### src/rtl/uart_pkg.sv
// Shared definitions for the parametrised UART transmitter: FSM state
// encoding and parity-mode selectors.
package uart_pkg;

  typedef enum logic [2:0] {
    IDLE,
    START,
    DATA,
    PARITY,
    STOP
  } TxState;

  localparam int PARITY_NONE = 0;
  localparam int PARITY_EVEN = 1;
  localparam int PARITY_ODD  = 2;

endpackage

### src/rtl/uart_tx_fifo.sv
// Synchronous FIFO feeding the transmitter. Pointers carry one extra wrap
// bit so full and empty are told apart without a separate flag.
module uart_tx_fifo #(
  parameter int WIDTH = 8,
  parameter int DEPTH = 4
) (
  input  logic                       clk,
  input  logic                       r_reset,
  input  logic                       i_push,
  input  logic [WIDTH-1:0]           i_data,
  input  logic                       i_pop,
  output logic [WIDTH-1:0]           o_data,
  output logic                       o_full,
  output logic                       o_empty,
  output logic [$clog2(DEPTH):0]     o_count
);

  localparam int AW = $clog2(DEPTH);

  if (DEPTH < 2 || (DEPTH & (DEPTH - 1)) != 0) begin : g_bad_depth
    $error("uart_tx_fifo: DEPTH must be a power of two and at least 2");
  end

  logic [WIDTH-1:0] r_mem [DEPTH];
  logic [AW:0]      r_wptr;
  logic [AW:0]      r_rptr;
  logic             w_do_push;
  logic             w_do_pop;

  assign w_do_push = i_push && !o_full;
  assign w_do_pop  = i_pop && !o_empty;
  assign o_count   = r_wptr - r_rptr;
  assign o_full    = (o_count == (AW + 1)'(DEPTH));
  assign o_empty   = (r_wptr == r_rptr);
  assign o_data    = r_mem[r_rptr[AW-1:0]];

  // Pointer update; reset flushes the queue by realigning both pointers.
  always_ff @(posedge clk) begin
    if (r_reset) begin
      r_wptr <= '0;
      r_rptr <= '0;
    end else begin
      if (w_do_push) r_wptr <= r_wptr + 1'b1;
      if (w_do_pop)  r_rptr <= r_rptr + 1'b1;
    end
  end

  // Storage write.
  // NOTE: the data array is deliberately not reset; stale entries are never
  // visible because the pointers are, and a reset-free array maps onto plain RAM.
  always_ff @(posedge clk) begin
    if (w_do_push) r_mem[r_wptr[AW-1:0]] <= i_data;
  end

endmodule

### src/rtl/uart_tx_param.sv
// Parametrised UART transmitter: queued words are framed as
// start / DATA_BITS (LSB first) / optional parity / STOP_BITS stop bits.
module uart_tx_param
  import uart_pkg::*;
#(
  parameter int CLOCK_FREQUENCY = 250000,
  parameter int BAUD_RATE       = 10000,
  parameter int DATA_BITS       = 8,
  parameter int PARITY_MODE     = 0,
  parameter int STOP_BITS       = 1,
  parameter int FIFO_DEPTH      = 4
) (
  input  logic                           clk,
  input  logic                           r_reset,
  input  logic [DATA_BITS-1:0]           i_data,
  input  logic                           i_valid,
  output logic                           o_ready,
  output logic                           o_tx,
  output logic                           o_busy,
  output logic [$clog2(FIFO_DEPTH):0]    o_fifo_count
);

  localparam int CYCLES_PER_BIT = CLOCK_FREQUENCY / BAUD_RATE;
  localparam int CW             = $clog2(CYCLES_PER_BIT);
  localparam int BW             = $clog2(DATA_BITS + 1);

  if (CYCLES_PER_BIT < 2) begin : g_bad_cpb
    $error("uart_tx_param: CYCLES_PER_BIT must be at least 2");
  end
  if (DATA_BITS < 5 || DATA_BITS > 9) begin : g_bad_bits
    $error("uart_tx_param: DATA_BITS must be 5..9");
  end
  if (PARITY_MODE < PARITY_NONE || PARITY_MODE > PARITY_ODD) begin : g_bad_parity
    $error("uart_tx_param: PARITY_MODE must be 0, 1 or 2");
  end
  if (STOP_BITS < 1 || STOP_BITS > 2) begin : g_bad_stop
    $error("uart_tx_param: STOP_BITS must be 1 or 2");
  end

  TxState                  r_state;
  logic [CW-1:0]           r_cycle;
  logic [BW-1:0]           r_bit;
  logic [DATA_BITS-1:0]    r_shift;
  logic                    r_parity;
  logic                    r_tx;

  logic [DATA_BITS-1:0]    w_head;
  logic                    w_full;
  logic                    w_empty;
  logic [$clog2(FIFO_DEPTH):0] w_count;
  logic                    w_push;
  logic                    w_pop;
  logic                    w_bit_end;
  logic                    w_stop_end;

  // Ready looks only at full, so a same-cycle pop never opens a slot early.
  assign o_ready    = !w_full && !r_reset;
  assign w_push     = i_valid && o_ready;
  assign w_bit_end  = (r_cycle == CW'(CYCLES_PER_BIT - 1));
  assign w_stop_end = (r_state == STOP) && w_bit_end && (r_bit == BW'(STOP_BITS - 1));
  assign w_pop      = !w_empty && ((r_state == IDLE) || w_stop_end);

  assign o_tx         = r_tx;
  assign o_busy       = (r_state != IDLE) || (w_count != '0);
  assign o_fifo_count = w_count;

  uart_tx_fifo #(
    .WIDTH (DATA_BITS),
    .DEPTH (FIFO_DEPTH)
  ) u_fifo (
    .clk     (clk),
    .r_reset (r_reset),
    .i_push  (w_push),
    .i_data  (i_data),
    .i_pop   (w_pop),
    .o_data  (w_head),
    .o_full  (w_full),
    .o_empty (w_empty),
    .o_count (w_count)
  );

  // Frame FSM with bit/cycle counters; o_tx is registered from the current
  // state, so the line trails the state by one cycle throughout a frame.
  // NOTE: every state element here uses <= so all updates see the values from
  // before the edge; a blocking assignment would let later lines read new values.
  always_ff @(posedge clk) begin
    if (r_reset) begin
      r_state  <= IDLE;
      r_cycle  <= '0;
      r_bit    <= '0;
      r_shift  <= '0;
      r_parity <= 1'b0;
      r_tx     <= 1'b1;
    end else begin
      case (r_state)
        START:   r_tx <= 1'b0;
        DATA:    r_tx <= r_shift[0];
        PARITY:  r_tx <= r_parity;
        default: r_tx <= 1'b1;
      endcase

      if (r_state != IDLE) r_cycle <= w_bit_end ? '0 : r_cycle + 1'b1;

      case (r_state)
        IDLE: begin
          if (w_pop) begin
            r_shift  <= w_head;
            r_parity <= (^w_head) ^ (PARITY_MODE == PARITY_ODD);
            r_cycle  <= '0;
            r_bit    <= '0;
            r_state  <= START;
          end
        end
        START: begin
          if (w_bit_end) r_state <= DATA;
        end
        DATA: begin
          if (w_bit_end) begin
            r_shift <= r_shift >> 1;
            if (r_bit == BW'(DATA_BITS - 1)) begin
              r_bit   <= '0;
              r_state <= (PARITY_MODE != PARITY_NONE) ? PARITY : STOP;
            end else begin
              r_bit <= r_bit + 1'b1;
            end
          end
        end
        PARITY: begin
          if (w_bit_end) r_state <= STOP;
        end
        STOP: begin
          if (w_bit_end) begin
            if (w_stop_end) begin
              r_bit <= '0;
              if (w_pop) begin
                r_shift  <= w_head;
                r_parity <= (^w_head) ^ (PARITY_MODE == PARITY_ODD);
                r_state  <= START;
              end else begin
                r_state <= IDLE;
              end
            end else begin
              r_bit <= r_bit + 1'b1;
            end
          end
        end
        default: r_state <= IDLE;
      endcase
    end
  end

endmodule

### config.mk
export PLATFORM = sky130hd
export DESIGN_NAME = uart_tx_param
export DESIGN_NICKNAME = d
export VERILOG_FILES = /design/src/rtl/uart_pkg.sv /design/src/rtl/uart_tx_fifo.sv /design/src/rtl/uart_tx_param.sv
export SDC_FILE = /design/constraint.sdc
export NUM_CORES = 1
export LEC_CHECK = 0
export CORE_MARGIN = 2
export CORE_UTILIZATION = 30
export CTS_BUF_LIST = sky130_fd_sc_hd__clkbuf_4 sky130_fd_sc_hd__clkbuf_8
export CTS_CLUSTER_DIAMETER = 40
export CTS_CLUSTER_SIZE = 24
export DETAILED_ROUTE_END_ITERATION = 12
export GPL_ROUTABILITY_DRIVEN = 0
export PLACE_DENSITY = 0.51
export SYNTH_ARGS = -nofsm -noshare
export SYNTH_HDL_FRONTEND = slang
export SYNTH_SLANG_ARGS = --single-unit
### constraint.sdc
create_clock -name clk -period 2.6 [get_ports clk]
set_input_delay 0.65 -clock clk [delete_from_list [all_inputs] [get_ports clk]]
set_output_delay 0.65 -clock clk [all_outputs]
set_load 0.01 [all_outputs]
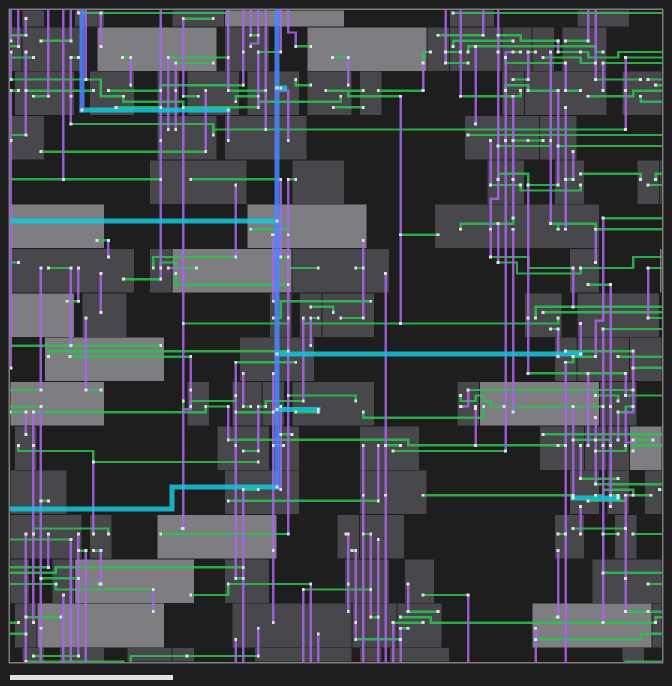
*Layout detail*
Scale bar: 10 µm. Region (31, 10) to (71, 50) µm. Cells in grey, sequential cells in the stronger grey; small squares are vias.
[metal 2] purple
[metal 3] cyan
[metal 1] green
[metal 4] blue
most frequent: nor2_1 (13), dfxtp_1 (10), nand2_1 (7)
sequential cells in the window: 12
cells with their middle in the window: 87
netlist names of flops here include: u_fifo.r_rptr (3), r_cycle (2), u_fifo.r_wptr (2)

==> impl_report.txt <==
FLOW METRICS REPORT
----------------------------------------------------
[STA]
  Clock period minus final worst setup slack ........................ ~2.7 ns
  Number of max-slew violations in the final report ........................ 0
  Slew of the pin with the lowest slew margin ........................ ~0.65 ns
  Number of endpoints failing setup at the final stage ........................ 12
  WHS ........................ between 0.4 and 0.5 ns
  Least setup slack across all paths after layout ........................ -0.115 ns

[Die]
  Die outline area ........................ 0.0103 mm²
  Chip Width ........................ about 100 µm

[Setup path]
  Max stage delay cell, worst path ........................ fa_1
  Critical Path Sink Type ........................ primary output
  Internal reg-to-reg setup slack ........................ -0.01 ns
  Terminus of the critical flop-to-flop path ........................ u_fifo.r_wptr[2]$_SDFFE_PP0P_
  End point of the critical path ........................ o_busy

[Layout]
  Fraction of area in multi-input gates ........................ 35.2%
  Leading cell type in the layout, fill and taps excluded ........................ edfxtp_1
  Share of cells above drive strength 1 ........................ 26.4%
  Flop share of the area ........................ about 44%
  MI comb cells ........................ 147

[Route]
  Highest routed metal layer ........................ met4
  Remaining DRCs ........................ 0
  Average via count per standard cell ........................ approximately 4.5
  Met3 routed WL ........................ between 200 and 250 µm

[Global route]
  Vias in the first global route ........................ between 1.5k and 2k
  Met3 track utilization from global routing ........................ just over 5%
  Total gr overflow ........................ 0
  Total global routing track utilization ........................ approximately an eighth

[Placed design]
  Post-Place Worst Slack ........................ -0.160 ns

[Min path]
  Sink of the worst hold path ........................ r_shift[7]$_SDFFE_PP0P_
  Worst hold start ........................ r_shift[7]$_SDFFE_PP0P_

[Clocking]
  Buffers inserted during post-CTS setup optimization ........................ 7

[Run status]
  Violations in the final reports ........................ negative setup slack
  Result of the run ........................ finished, violations left

[Logic synthesis]
  Most used standard cells in the synthesized netlist ........................ edfxtp_1 (32), dfxtp_1 (30), nor2_1 (26)
  Synthesized area divided by synthesized cell count ........................ about 13 µm²
  Main flop type ........................ edfxtp_1
  Count of flip-flops with a built-in enable after synthesis ........................ 32
  Number of warning messages in the yosys log ........................ 0
  Number of cell instances after yosys synthesis ........................ roughly 230

[Pwr]
  Largest Pwr Group ........................ combinational cells

----------------------------------------------------
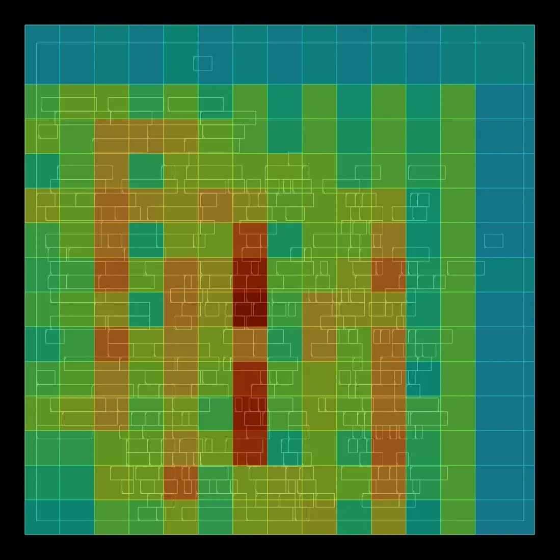
*Routing congestion*
wire length per cell after detailed routing: 13.1 µm
busiest grt layer: met2

Power and IR drop assume default switching activity.
